Figure 1. The metal 1 layer (run 1).
Supply wires on this layer in grey.
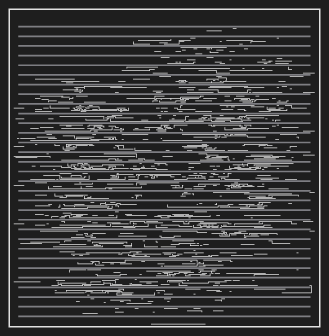
Figure 2. Signal wires on met2 (run 1).
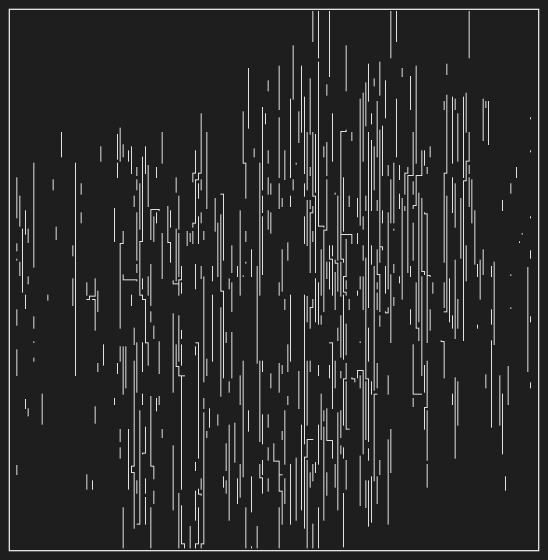
Figure 3. M3 wires (run 1).
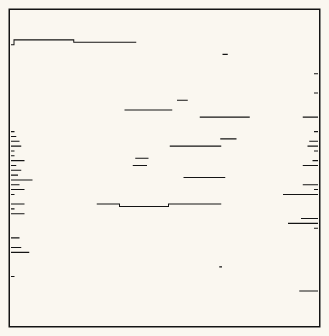
Figure 4. Met4 routing (run 1).
The bar under the picture is 20 um long. Supply wires on this layer in grey. Cells faint in the background.
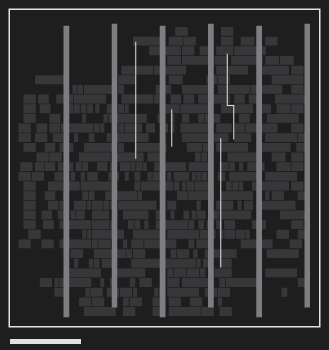
[src/rtl/segmented_adder_sub.sv]
// segmented_adder_sub: multi-cycle add/subtract, one SEG-bit segment per clock, LSB first
// Ports: clk, rst_n (async active-low); start/op/a/b/cin request (latched at accept);
//        busy, done (1-cycle pulse), s, carry_out, overflow, zero (held until next completion)
module segmented_adder_sub #(
  parameter int WIDTH = 16,
  parameter int SEG = 4
) (
  input  logic             clk,
  input  logic             rst_n,
  input  logic             start,
  input  logic             op,
  input  logic [WIDTH-1:0] a,
  input  logic [WIDTH-1:0] b,
  input  logic             cin,
  output logic             busy,
  output logic             done,
  output logic [WIDTH-1:0] s,
  output logic             carry_out,
  output logic             overflow,
  output logic             zero
);
  localparam int NSEG = WIDTH / SEG;
  localparam int IW = $clog2(NSEG + 1);
  localparam logic [IW-1:0] LAST = IW'(NSEG - 1);
  typedef enum logic {IDLE, RUN} state_t;
  state_t state, state_nx;
  logic [IW-1:0] idx;
  logic [WIDTH-1:0] a_r, b_r, work, work_nx;
  logic carry_r, accept, last;
  logic [SEG:0] seg_sum;
  assign accept = state == IDLE && start;
  assign last = state == RUN && idx == LAST;
  assign busy = state == RUN;
  // operands shift right each cycle so the active segment is always the low SEG bits
  assign seg_sum = {1'b0, a_r[SEG-1:0]} + {1'b0, b_r[SEG-1:0]} + {{SEG{1'b0}}, carry_r};
  // result fills from the top; after NSEG shifts the first segment lands at bit 0
  assign work_nx = (work >> SEG) | (WIDTH'(seg_sum[SEG-1:0]) << (WIDTH - SEG));
  always_comb state_nx = accept ? RUN : last ? IDLE : state;
  always_ff @(posedge clk or negedge rst_n)
    if (!rst_n) state <= IDLE;
    else state <= state_nx;
  always_ff @(posedge clk or negedge rst_n) begin
    if (!rst_n) begin
      idx <= '0;
      a_r <= '0;
      b_r <= '0;
      work <= '0;
      carry_r <= 1'b0;
      done <= 1'b0;
      s <= '0;
      carry_out <= 1'b0;
      overflow <= 1'b0;
      zero <= 1'b0;
    end else begin
      done <= last;
      if (accept) begin
        a_r <= a;
        b_r <= op ? ~b : b;
        carry_r <= op | cin;
        idx <= '0;
        work <= '0;
      end else if (busy) begin
        a_r <= a_r >> SEG;
        b_r <= b_r >> SEG;
        carry_r <= seg_sum[SEG];
        idx <= idx + 1'b1;
        work <= work_nx;
        if (last) begin
          s <= work_nx;
          carry_out <= seg_sum[SEG];
          // on the last segment bit SEG-1 of the shifted operands is the original MSB
          overflow <= (a_r[SEG-1] ~^ b_r[SEG-1]) & (a_r[SEG-1] ^ seg_sum[SEG-1]);
          zero <= work_nx == '0;
        end
      end
    end
  end
endmodule

[config.mk]
export PLATFORM = sky130hd
export DESIGN_NAME = segmented_adder_sub
export DESIGN_NICKNAME = d
export VERILOG_FILES = /design/src/rtl/segmented_adder_sub.sv
export SDC_FILE = /design/constraint.sdc
export NUM_CORES = 1
export LEC_CHECK = 0
export ABC_CLOCK_PERIOD_IN_PS = 2100
export CORE_AREA = 2 2 85 87
export DETAILED_ROUTE_END_ITERATION = 7
export DIE_AREA = 0 0 87 89
export PLACE_DENSITY = 0.73
export SLEW_MARGIN = 20
export SYNTH_ARGS = -nofsm -noshare
export SYNTH_HDL_FRONTEND = slang
export SYNTH_SLANG_ARGS = --single-unit
[constraint.sdc]
create_clock -name clk -period 2.1 [get_ports clk]
set_clock_uncertainty 0.1 [all_clocks]
set_input_delay 0.315 -clock clk [delete_from_list [all_inputs] [get_ports clk]]
set_output_delay 0.315 -clock clk [all_outputs]
set_load 0.01 [all_outputs]
==> results.txt, run 1 <==
run results: PostCTS Resize Cnt 0, Clock net power 1040 uW, worst setup margin 0.104 ns, Final Hold Viols 0, Setup-failing EPs final 0, multi-input gate count 190, Routed WL per cell 13.9 um, Synth cell types 29, Adders+Majority by Area 0.0331, CP endpoint zero$_DFFE_PN0P_, internal power 3420 uW, Latency at later pin 0.35 ns, Yosys chip area 3100 um^2, Top-area cell share 0.558, Die Span Y 89 um, critical path buffer and inverter count 1, Port Buf Inserts 57, status completed, Hold Crit Endpoint b_r[4]$_DFFE_PN0P_, Comb/total area 0.317, antenna-violating nets left 0, drt via density 5.08, met3 Resource Use GR 0.0443, clock-cell share of area 0.0475, Inverters 8, placement-stage cell area 3760 um^2, Seq/total area 0.434, Peak VDD IR 0.000420 V, Detail Placement HPWL 4260 um, dominant class by area flip-flops and latches, fmax 0.501 GHz, post-synth top area cell dfrtp_1, GRT Max-Usage Layer met2, FFs w/ async S/R, synth 1.00, Reg power frac 0.434, core area 6720 um^2, Logic pwr share 0.366, WP data required 2.28 ns, reg-to-reg endpoint zero$_DFFE_PN0P_, setup slack at placement 0.0504 ns, Root Driver clkbuf_8, Site Rows 30, Buffers, non-clock 68, Hold Path Stages 2, Final Non-Filler Cells 430
About Figure 1:
wire length on this layer = 2,810 um
longest straight run = 20.7 um
share of all routed wire = 47%
nets with wire on the layer = 352

About Figure 2:
wire length on this layer = 2,840 um
main direction = vertical
nets with wire on the layer = 301
longest straight run = 35.0 um
share of all routed wire = 47%

About Figure 3:
wire length on this layer = 237 um
main direction = horizontal
longest straight run = 17.5 um
share of all routed wire = 4.0%

About Figure 4:
share of all routed wire = 1.7%
main direction = vertical
longest straight run = 36.0 um

--- run 2 (diff from run 1) ---
- ABC_CLOCK_PERIOD_IN_PS: 2100 -> default
Figure 5. Signal wires on met2 (run 2).
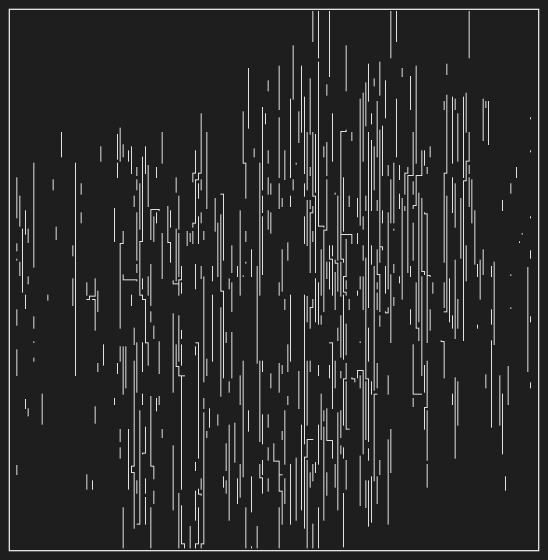
longest straight run = 35.0 um
main direction = vertical

Figure 6. The metal 1 layer (run 2).
Supply wires on this layer in grey.
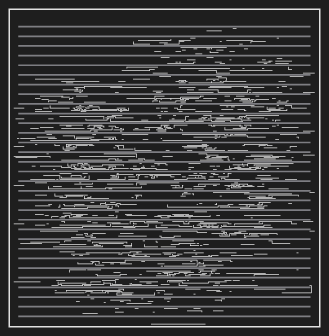
longest straight run = 20.7 um
share of all routed wire = 47%
main direction = horizontal
nets with wire on the layer = 352
wire length on this layer = 2,810 um

==> results.txt, run 2 <==
run results: status completed (unchanged), Final Hold Viols 0 (unchanged), met3 Resource Use GR 0.0443 (unchanged), Buffers, non-clock 68 (unchanged), Top-area cell share 0.558 (unchanged), Inverters 8 (unchanged), PostCTS Resize Cnt 0 (unchanged), critical path buffer and inverter count 1 (unchanged), Site Rows 30 (unchanged), Root Driver clkbuf_8 (unchanged), Reg power frac 0.434 (about the same), internal power 3420 uW (unchanged), Synth Area in Compound Gates 0.126 (unchanged), FFs w/ async S/R, synth 1.00 (unchanged), placement-stage cell area 3760 um^2 (unchanged), Post-Synthesis Cells 286 (unchanged), Routed WL per cell 13.9 um (unchanged), Worst Hold Slack 0.382 ns (unchanged), core area 6720 um^2 (unchanged), Port Buf Inserts 57 (unchanged), CTS H-tree depth 3 (unchanged), Die Span Y 89 um (unchanged), Latency at later pin 0.35 ns (about the same), Peak VDD IR 0.000420 V (unchanged), worst setup margin 0.104 ns (unchanged), GRT Max-Usage Layer met2 (unchanged), setup slack at placement 0.0504 ns (unchanged), routability cong. 0.757 (unchanged), Detail Placement HPWL 4260 um (unchanged), post-synth top area cell dfrtp_1 (unchanged), Yosys chip area 3100 um^2 (unchanged), Hold Crit Endpoint b_r[4]$_DFFE_PN0P_ (unchanged), WP data required 2.28 ns (about the same), Setup-failing EPs final 0 (unchanged), antenna-violating nets left 0 (unchanged), Final min period 2.00 ns (unchanged), fmax 0.501 GHz (unchanged), Adders+Majority by Area 0.0331 (unchanged), multi-input gate count 190 (unchanged), max_cap viols 0 (unchanged), Clock net power 1040 uW (about the same)
--- run 3 (diff from run 2) ---
- TNS_END_PERCENT: default -> 20
Figure 7. M3 wires (run 3).
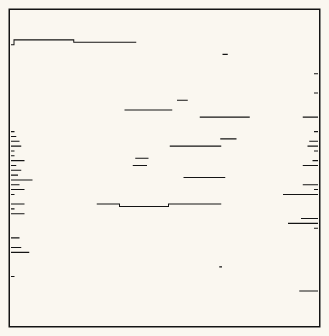
wire length on this layer = 237 um
longest straight run = 17.5 um
nets with wire on the layer = 43
share of all routed wire = 4.0%
main direction = horizontal

Figure 8. Signal wires on met2 (run 3).
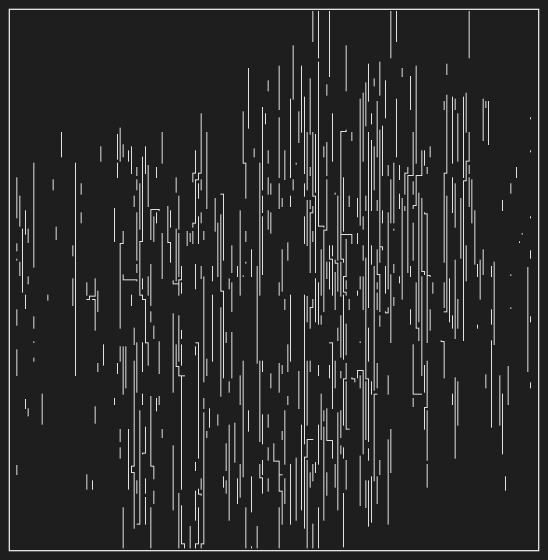
main direction = vertical
wire length on this layer = 2,840 um

==> results.txt, run 3 <==
run results: reg-to-reg endpoint zero$_DFFE_PN0P_ (unchanged), Seq/total area 0.434 (unchanged), PostCTS Resize Cnt 0 (unchanged), Reg power frac 0.434 (about the same), met3 Resource Use GR 0.0443 (unchanged), clock-cell share of area 0.0475 (unchanged), Peak VDD IR 0.000420 V (unchanged), Latency at later pin 0.35 ns (about the same), Site Rows 30 (unchanged), Root Driver clkbuf_8 (unchanged), placement-stage cell area 3760 um^2 (unchanged), Final Non-Filler Cells 430 (unchanged), FFs w/ async S/R, synth 1.00 (unchanged), CTS H-tree depth 3 (unchanged), Port Buf Inserts 57 (unchanged), post-synth top area cell dfrtp_1 (unchanged), Buffers, non-clock 68 (unchanged), Hold Crit Endpoint b_r[4]$_DFFE_PN0P_ (unchanged), multi-input gate count 190 (unchanged), Worst Hold Slack 0.382 ns (unchanged), antenna-violating nets left 0 (unchanged), Die Span Y 89 um (unchanged), Top-area cell share 0.558 (unchanged), Adders+Majority by Area 0.0331 (unchanged), CP endpoint zero$_DFFE_PN0P_ (unchanged), Yosys chip area 3100 um^2 (unchanged), core area 6720 um^2 (unchanged), Setup-failing EPs final 0 (unchanged), Detail Placement HPWL 4260 um (unchanged), Final Hold Viols 0 (unchanged), internal power 3420 uW (unchanged), setup slack at placement 0.0504 ns (unchanged), Clock net power 1040 uW (about the same), GRT Max-Usage Layer met2 (unchanged), Post-Synthesis Cells 286 (unchanged), Comb/total area 0.317 (unchanged), Final min period 2.00 ns (unchanged), status completed (unchanged)
Power figures rest on the tool's default switching activity, not on a simulated workload.
